$ cat src/rtl/ram8_access_ctrl_if.sv
// Request/response channel and RAM8 port bundle for ram8_access_ctrl.
// The controller takes the slave side; the requester/RAM side takes master.
interface ram8_access_ctrl_if;
  logic        req_valid;
  logic        req_ready;
  logic        req_write;
  logic [2:0]  req_addr;
  logic [15:0] req_wdata;
  logic        clear;
  logic        busy;
  logic        rsp_valid;
  logic        rsp_ready;
  logic [15:0] rsp_rdata;
  logic [15:0] ram_in;
  logic        ram_load;
  logic [2:0]  ram_address;
  logic [15:0] ram_out;

  modport slave (
    input  req_valid, req_write, req_addr, req_wdata, clear, rsp_ready, ram_out,
    output req_ready, busy, rsp_valid, rsp_rdata, ram_in, ram_load, ram_address
  );

  modport master (
    output req_valid, req_write, req_addr, req_wdata, clear, rsp_ready, ram_out,
    input  req_ready, busy, rsp_valid, rsp_rdata, ram_in, ram_load, ram_address
  );
endinterface

$ cat src/rtl/ram8_access_ctrl.sv
// Request sequencer in front of an 8 x 16 RAM8: single-word read/write
// requests, registered read response, and a fill sweep after reset / clear.
//
// state   | meaning
// --------+---------------------------------------------------------------
// S_FILL  | writing CLEAR_VALUE to addresses 0..7, one per cycle
// S_IDLE  | waiting for clear or a request; only state with req_ready
// S_WRITE | ram_load high for one cycle at the captured address
// S_READ  | captured address on ram_address, ram_out sampled at cycle end
// S_RESP  | rsp_valid held with stable rsp_rdata until rsp_ready
module ram8_access_ctrl #(
  parameter bit          CLEAR_ON_RESET = 1'b1,
  parameter logic [15:0] CLEAR_VALUE    = 16'h0000
) (
  input logic              CLK,
  input logic              RESET_N,
  ram8_access_ctrl_if.slave bus
);

  typedef enum logic [2:0] {
    S_FILL  = 3'd0,
    S_IDLE  = 3'd1,
    S_WRITE = 3'd2,
    S_READ  = 3'd3,
    S_RESP  = 3'd4
  } state_t;

  localparam state_t RESET_STATE = CLEAR_ON_RESET ? S_FILL : S_IDLE;

  state_t      state_q, state_d;
  logic [2:0]  cnt_q, cnt_d;
  logic        load_q, load_d;
  logic [2:0]  addr_q, addr_d;
  logic [15:0] in_q, in_d;
  logic        rsp_valid_q, rsp_valid_d;
  logic [15:0] rdata_q, rdata_d;
  logic        busy_q, busy_d;
  logic        req_ready;

  // RESET_N is folded in so nothing is accepted while reset is asserted.
  assign req_ready = RESET_N && (state_q == S_IDLE) && !bus.clear;

  // State and all registered outputs; reset forces the RAM port quiet at once.
  always_ff @(posedge CLK or negedge RESET_N) begin
    if (!RESET_N) begin
      state_q     <= RESET_STATE;
      cnt_q       <= 3'd0;
      load_q      <= 1'b0;
      addr_q      <= 3'd0;
      in_q        <= 16'h0000;
      rsp_valid_q <= 1'b0;
      rdata_q     <= 16'h0000;
      busy_q      <= CLEAR_ON_RESET;
    end else begin
      state_q     <= state_d;
      cnt_q       <= cnt_d;
      load_q      <= load_d;
      addr_q      <= addr_d;
      in_q        <= in_d;
      rsp_valid_q <= rsp_valid_d;
      rdata_q     <= rdata_d;
      busy_q      <= busy_d;
    end
  end

  // Next state plus the RAM port values for the cycle being entered.
  // The RAM outputs are registered, so each branch sets what the next
  // cycle should present; addr_q doubles as the captured request address.
  always_comb begin
    state_d     = state_q;
    cnt_d       = cnt_q;
    load_d      = 1'b0;
    addr_d      = 3'd0;
    in_d        = 16'h0000;
    rsp_valid_d = rsp_valid_q;
    rdata_d     = rdata_q;

    case (state_q)
      S_FILL: begin
        // After reset the first FILL cycle has load low; the sweep then
        // issues cnt_q = 0..7 and leaves once address 7 has been written.
        if (load_q && (addr_q == 3'd7)) begin
          state_d = S_IDLE;
        end else begin
          load_d = 1'b1;
          addr_d = cnt_q;
          in_d   = CLEAR_VALUE;
          cnt_d  = cnt_q + 3'd1;
        end
      end
      S_IDLE: begin
        if (bus.clear) begin
          state_d = S_FILL;
          load_d  = 1'b1;
          addr_d  = 3'd0;
          in_d    = CLEAR_VALUE;
          cnt_d   = 3'd1;
        end else if (bus.req_valid && req_ready) begin
          addr_d = bus.req_addr;
          if (bus.req_write) begin
            state_d = S_WRITE;
            load_d  = 1'b1;
            in_d    = bus.req_wdata;
          end else begin
            state_d = S_READ;
          end
        end
      end
      S_WRITE: begin
        state_d = S_IDLE;
      end
      S_READ: begin
        addr_d      = addr_q;
        rsp_valid_d = 1'b1;
        rdata_d     = bus.ram_out;
        state_d     = S_RESP;
      end
      S_RESP: begin
        addr_d = addr_q;
        if (rsp_valid_q && bus.rsp_ready) begin
          rsp_valid_d = 1'b0;
          addr_d      = 3'd0;
          state_d     = S_IDLE;
        end
      end
      default: begin
        state_d = S_IDLE;
      end
    endcase

    busy_d = (state_d != S_IDLE);
  end

  assign bus.req_ready   = req_ready;
  assign bus.busy        = busy_q;
  assign bus.rsp_valid   = rsp_valid_q;
  assign bus.rsp_rdata   = rdata_q;
  assign bus.ram_in      = in_q;
  assign bus.ram_load    = load_q;
  assign bus.ram_address = addr_q;

endmodule
$ cat src/flat_wrapper.sv
// flat-port wrapper written by rule: the top's interface ports become plain ports
module ram8_access_ctrl_flat 
#(
  parameter bit          CLEAR_ON_RESET = 1'b1,
  parameter logic [15:0] CLEAR_VALUE    = 16'h0000
)
  (CLK, RESET_N, bus_req_valid, bus_req_write, bus_req_addr, bus_req_wdata, bus_clear, bus_rsp_ready, bus_ram_out, bus_req_ready, bus_busy, bus_rsp_valid, bus_rsp_rdata, bus_ram_in, bus_ram_load, bus_ram_address);
  ram8_access_ctrl_if bus_i ();
  input logic CLK;
  input logic RESET_N;
  input wire logic [$bits(bus_i.req_valid)-1:0] bus_req_valid;
  input wire logic [$bits(bus_i.req_write)-1:0] bus_req_write;
  input wire logic [$bits(bus_i.req_addr)-1:0] bus_req_addr;
  input wire logic [$bits(bus_i.req_wdata)-1:0] bus_req_wdata;
  input wire logic [$bits(bus_i.clear)-1:0] bus_clear;
  input wire logic [$bits(bus_i.rsp_ready)-1:0] bus_rsp_ready;
  input wire logic [$bits(bus_i.ram_out)-1:0] bus_ram_out;
  output wire logic [$bits(bus_i.req_ready)-1:0] bus_req_ready;
  output wire logic [$bits(bus_i.busy)-1:0] bus_busy;
  output wire logic [$bits(bus_i.rsp_valid)-1:0] bus_rsp_valid;
  output wire logic [$bits(bus_i.rsp_rdata)-1:0] bus_rsp_rdata;
  output wire logic [$bits(bus_i.ram_in)-1:0] bus_ram_in;
  output wire logic [$bits(bus_i.ram_load)-1:0] bus_ram_load;
  output wire logic [$bits(bus_i.ram_address)-1:0] bus_ram_address;
  assign bus_i.req_valid = bus_req_valid;
  assign bus_i.req_write = bus_req_write;
  assign bus_i.req_addr = bus_req_addr;
  assign bus_i.req_wdata = bus_req_wdata;
  assign bus_i.clear = bus_clear;
  assign bus_i.rsp_ready = bus_rsp_ready;
  assign bus_i.ram_out = bus_ram_out;
  assign bus_req_ready = bus_i.req_ready;
  assign bus_busy = bus_i.busy;
  assign bus_rsp_valid = bus_i.rsp_valid;
  assign bus_rsp_rdata = bus_i.rsp_rdata;
  assign bus_ram_in = bus_i.ram_in;
  assign bus_ram_load = bus_i.ram_load;
  assign bus_ram_address = bus_i.ram_address;
  ram8_access_ctrl #(.CLEAR_ON_RESET(CLEAR_ON_RESET), .CLEAR_VALUE(CLEAR_VALUE)) u_core (.CLK(CLK), .RESET_N(RESET_N), .bus(bus_i));
endmodule
$ cat config.mk
export PLATFORM = sky130hd
export DESIGN_NAME = ram8_access_ctrl_flat
export DESIGN_NICKNAME = d
export VERILOG_FILES = /design/src/rtl/ram8_access_ctrl_if.sv /design/src/rtl/ram8_access_ctrl.sv /design/src/flat_wrapper.sv
export SDC_FILE = /design/constraint.sdc
export NUM_CORES = 1
export LEC_CHECK = 0
export CORE_MARGIN = 3
export CORE_UTILIZATION = 30
export CTS_CLUSTER_DIAMETER = 60
export CTS_CLUSTER_SIZE = 20
export DETAILED_ROUTE_END_ITERATION = 10
export PLACE_DENSITY = 0.58
export RECOVER_POWER = 100
export SYNTH_ARGS = -nofsm -noshare
export SYNTH_HDL_FRONTEND = slang
export SYNTH_SLANG_ARGS = --single-unit
$ cat constraint.sdc
create_clock -name CLK -period 4.32 [get_ports CLK]
set_clock_uncertainty 0.1 [all_clocks]
set_input_delay 1.296 -clock CLK [delete_from_list [all_inputs] [get_ports CLK]]
set_output_delay 1.296 -clock CLK [all_outputs]
set_load 0.02 [all_outputs]
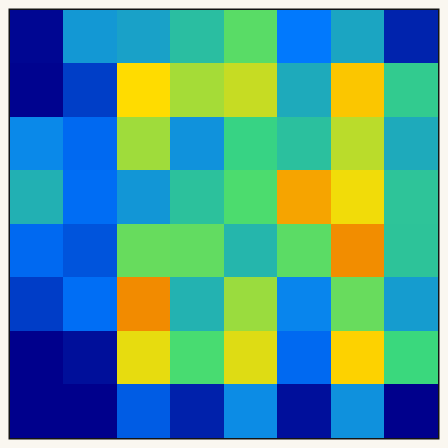
Fig. 1. Placement density heat map (run 1).
8 x 8 tiles, from dark blue (low) to red (high), 0 to 100% covered.
- mean over tiles: 39%
- nearly empty tiles: 9.4%
- tiles over 75% full: 7.8%
- fullest tile: 84%
- densest ninth of the die: east
- emptiest ninth of the die: south-west

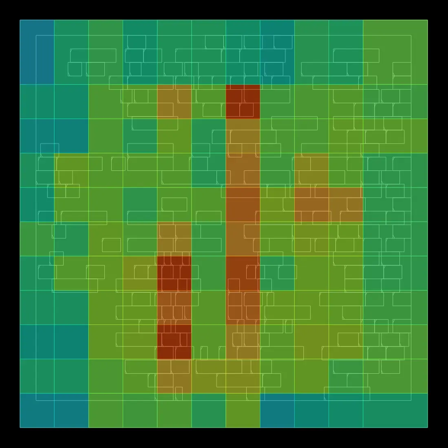
Fig. 2. Routing congestion map (run 1).
met3 GRT Util: 2.30%
mean routed wirelength per cell: 13.9 µm
combined global-route utilization of all metal layers: 12.0%
Core Util, Final: 48.8%

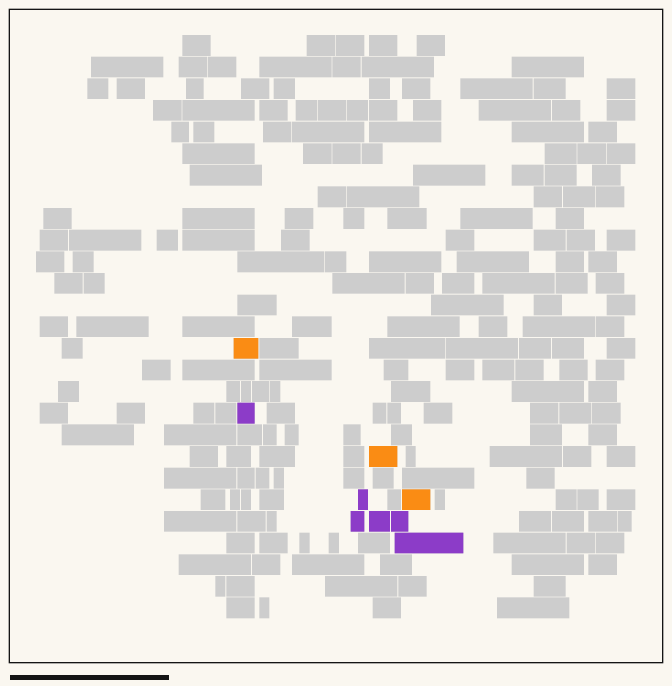
Fig. 3. Gate-type map (run 1).
Scale bar: 20 µm.
- purple: nor cells (cells 6; where south)
- orange: non-inverting ao/oa cells (cells 3)

## run 1: routing by layer
layer,wire length [µm],global-route usage (%),vias up
met5,0,0,-
met4,63,5.48,0
met3,334,2.30,5
met2,1860,19.5,53
met1,1650,15.3,597
li1,-,-,590
## run 1: cells by family (layout without fill, tap and decap cells)
group	Yosys count	in the layout	share of synthesized area, %
AND-OR/OR-AND	10	10	4.91
AND/OR/NAND/NOR	40	40	16.4
multiplexers	17	17	11.0
adder cells (fa/ha/maj)	1	1	0.722
buffers and inverters	11	97	3.32
flip-flops	44	44	63.7
## run 1: registers in the layout, summed over array words and instances (netlist names)
name                    count
u_core.state_q              3
u_core.bus.rsp_valid        1
u_core.bus.busy             1
u_core.bus.ram_load         1
u_core.bus.rsp_rdata       16
u_core.cnt_q                3
u_core.bus.ram_in          16
u_core.bus.ram_address      3
==> flow_summary.json, run 1 <==
{
  "dr.first_iter.drc_count": 70,
  "sh_seq_area_pct": 40.8,
  "yosys_area_um2": 1730,
  "timing.slew.headroom_pct": 58.0,
  "critical_path_class": "in -> out",
  "timing.final.ws_setup_ps": 102,
  "ys_types": 32,
  "routabilityCongestion": 0.813,
  "pin_count": 80,
  "grt_setup_unrepaired": "false",
  "outcome": "finished, final reports clean",
  "finish.net_count": 250,
  "timing.critical_path.cells": "clkdlybuf4s50_1 > nor4b_4 > and2_2 > clkdlybuf4s50_1",
  "grt_max_degree": 48,
  "sh_comb_area_pct": 21.1,
  "clock_tree_from_tritoncts": "built",
  "worst_setup_path_start_kind": "input port",
  "critical_path.startpoint": "bus_clear",
  "area_share_nonclk_buffers_pct": 29.5,
  "power_clock_uw": 319,
  "ys_dominant_reg_cell": "dfrtp_1",
  "placed_cell_area_um2": 2590,
  "place_worst_setup_slack_ps": 71.2,
  "worst_r2r_path_cells": 4,
  "drtPass1Iterations": 3,
  "worstPathMaxFanout": 2,
  "cts.root.buffer_cell": "clkbuf_8",
  "synth_area_um2": 1730,
  "stdcell_count": 281,
  "num_antenna_cells": 0,
  "hold-path-endpoint": "u_core.cnt_q[2]",
  "seq_power_uw": 422,
  "core-area_um2": 5540,
  "final-max-slew-violation-count": 0,
  "clock_sinks": 44,
  "cap_viol_max_count": 0,
  "cts.hold.buffers_added": 0,
  "detail_route.wirelength_um": 3910,
  "setup_tns_ps": 0,
  "vias_in_the_first_global_route": 1288,
  "netlist.top_cell.by_instances": "dfrtp_1",
  "worst_hold_path_type": "reg -> reg",
  "layout_top_cell": "dlygate4sd3_1",
  "dieArea_um2": 6720,
  "final_period_minus_worst_setup_slack_ps": 4220,
  "inserted_clock_buffers": 5,
  "buffer_ports.inserted": 79
}
==> run 2: changes to the inputs <==
Settings changed: CORE_UTILIZATION 30 to 44, PLACE_DENSITY 0.58 to 0.82.
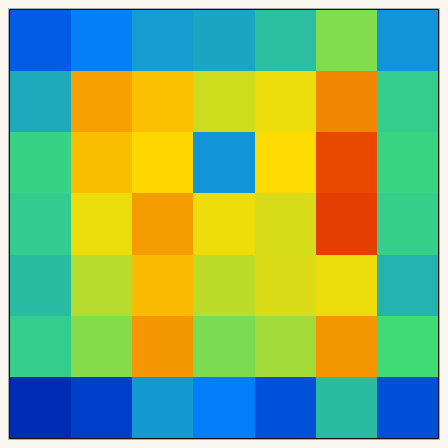
Fig. 4. Placement density heat map (run 2).
7 x 7 tiles, from dark blue (low) to red (high), 0 to 100% covered.
- tiles over 75% full: 22%
- fullest tile: 93%
- emptiest ninth of the die: south-west
- mean over tiles: 55%

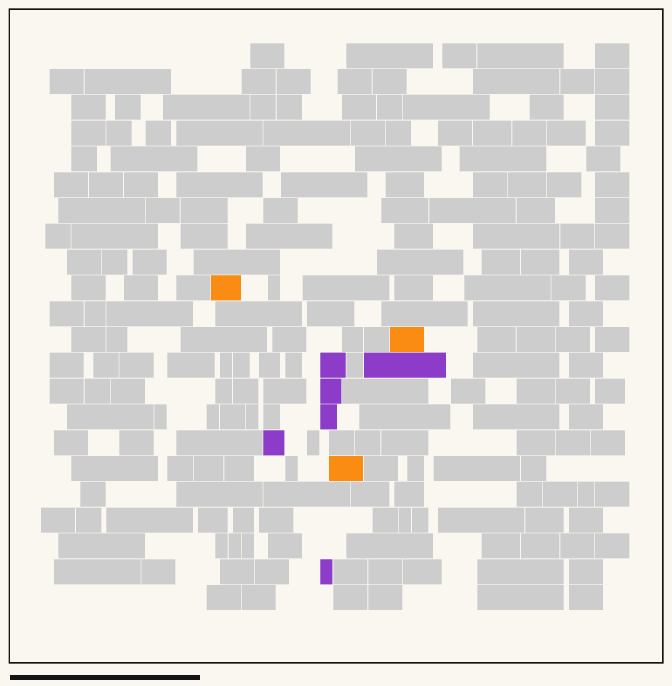
Fig. 5. Gate-type map (run 2).
Scale bar: 20 µm.
- orange: non-inverting ao/oa cells (cells 3)
- purple: nor cells (cells 6; where centre)

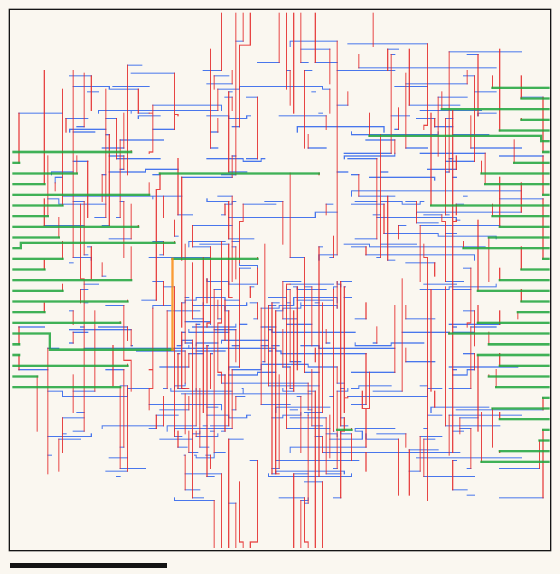
Fig. 6. Signal wires by layer (run 2).
Scale bar: 20 µm.
- orange: M4 (wire length 11.6 µm)
- green: M3 (wire length 491 µm)
- blue: M1 (wire length 1420 µm)
- red: M2 (wire length 1940 µm)

==> run 2 against run 1 <==
Compared with the run above:
- maximum frequency rose by 4.4%
- sequential share of layout area rose by 0.81 points
- register-to-register slack improved by 50 ps
- total power fell by 6.9%
- routed wire length fell by 1.3%
- largest power group unchanged
- combinational power barely moved
- sequential cell count did not move
- clock power fell by 18%
- count of clock-buffer cells in the layout rose by 1
- utilization rose by 23 points
- final cell count fell by 8.9%
- die size fell by 30%
==> flow_summary.json, run 2 <==
{
  "share_of_synthesized_cell_area_in_and_or_and_or_and_compound_cells_pct": 4.91,
  "ys_types": 32,
  "netlist.top_cell.by_instances": "dfrtp_1",
  "layout_top_cell": "dlygate4sd3_1",
  "cts.root.buffer_cell": "clkbuf_8",
  "hold-path-endpoint": "u_core.bus.rsp_rdata[12]",
  "dieArea_um2": 4720,
  "critical_path_class": "in -> out",
  "final-max-slew-violation-count": 0,
  "seq_power_uw": 422,
  "highest_metal_layer_with_signal_wires": "met4",
  "yosys.area_share.simple_pct": 16.4,
  "drtPass1Iterations": 5,
  "detailroute.wirelength.met2_um": 1940,
  "cts.hold.buffers_added": 0,
  "pin_count": 80,
  "globalRouteTotalUtil_pct": 17.0,
  "gr-usage-met2_pct": 30.3,
  "timing.critical_path.cells": "clkdlybuf4s50_1 > nor4b_4 > and2_2 > dlygate4sd2_1",
  "adder_share_pct": 0.723,
  "worst_hold_path_type": "reg -> reg",
  "met3_length_um": 491,
  "num_antenna_cells": 0,
  "core-area_um2": 3720,
  "power_clock_uw": 263,
  "finish.utilization_pct": 71.3,
  "synth_area_um2": 1730,
  "grt_setup_unrepaired": "false",
  "yosys_area_um2": 1730,
  "cap_viol_max_count": 0,
  "grt_max_degree": 48,
  "ys_sh_mux_pct": 11.0,
  "placed_cell_area_um2": 2560,
  "timing.slew.headroom_pct": 62.4,
  "detail_route.wirelength_um": 3860,
  "outcome": "finished, final reports clean",
  "top_usage_layer": "met2",
  "routed_wire_length_per_instance_um": 15.1,
  "routabilityCongestion": 0.785,
  "ys_dominant_reg_cell": "dfrtp_1",
  "worst_setup_path_start_kind": "input port",
  "grtUsageMet3_pct": 7.46,
  "clock_tree_from_tritoncts": "built",
  "ys_top_logic_family": "simple AND/OR/NAND/NOR gates",
  "stdcell_count": 256
}
run 2: cell count changes in the layout (fill, tap and decap cells not counted), sizes merged:
cell           delta
clkinvlp          +1
clkdlybuf4s50     -1
bufinv            -1
inv               -1
dlygate4sd2       +1
run 2: worst max path at each step:
stage	startpoint	end	slack, ps	cells after the start
final	bus_clear	bus_req_ready	280	4
after global routing	bus_clear	bus_req_ready	230	4
after CTS	bus_clear	bus_req_ready	260	4
after detailed placement	bus_clear	bus_req_ready	-10	4
after global placement	bus_clear	bus_req_ready	40	4
after floorplan	bus_clear	bus_req_ready	1100	2
run 2: layout make-up:
cell class	count	area [µm²]
well taps	48	60.1
inverters	8	30.0
clock inverters	2	15.0
multi-input cells	68	569
flip-flops and latches	44	1100
repair buffers	80	792
fillers	276	1060
clock buffers	6	82.6
Power figures rest on the tool's default switching activity, not on a simulated workload.
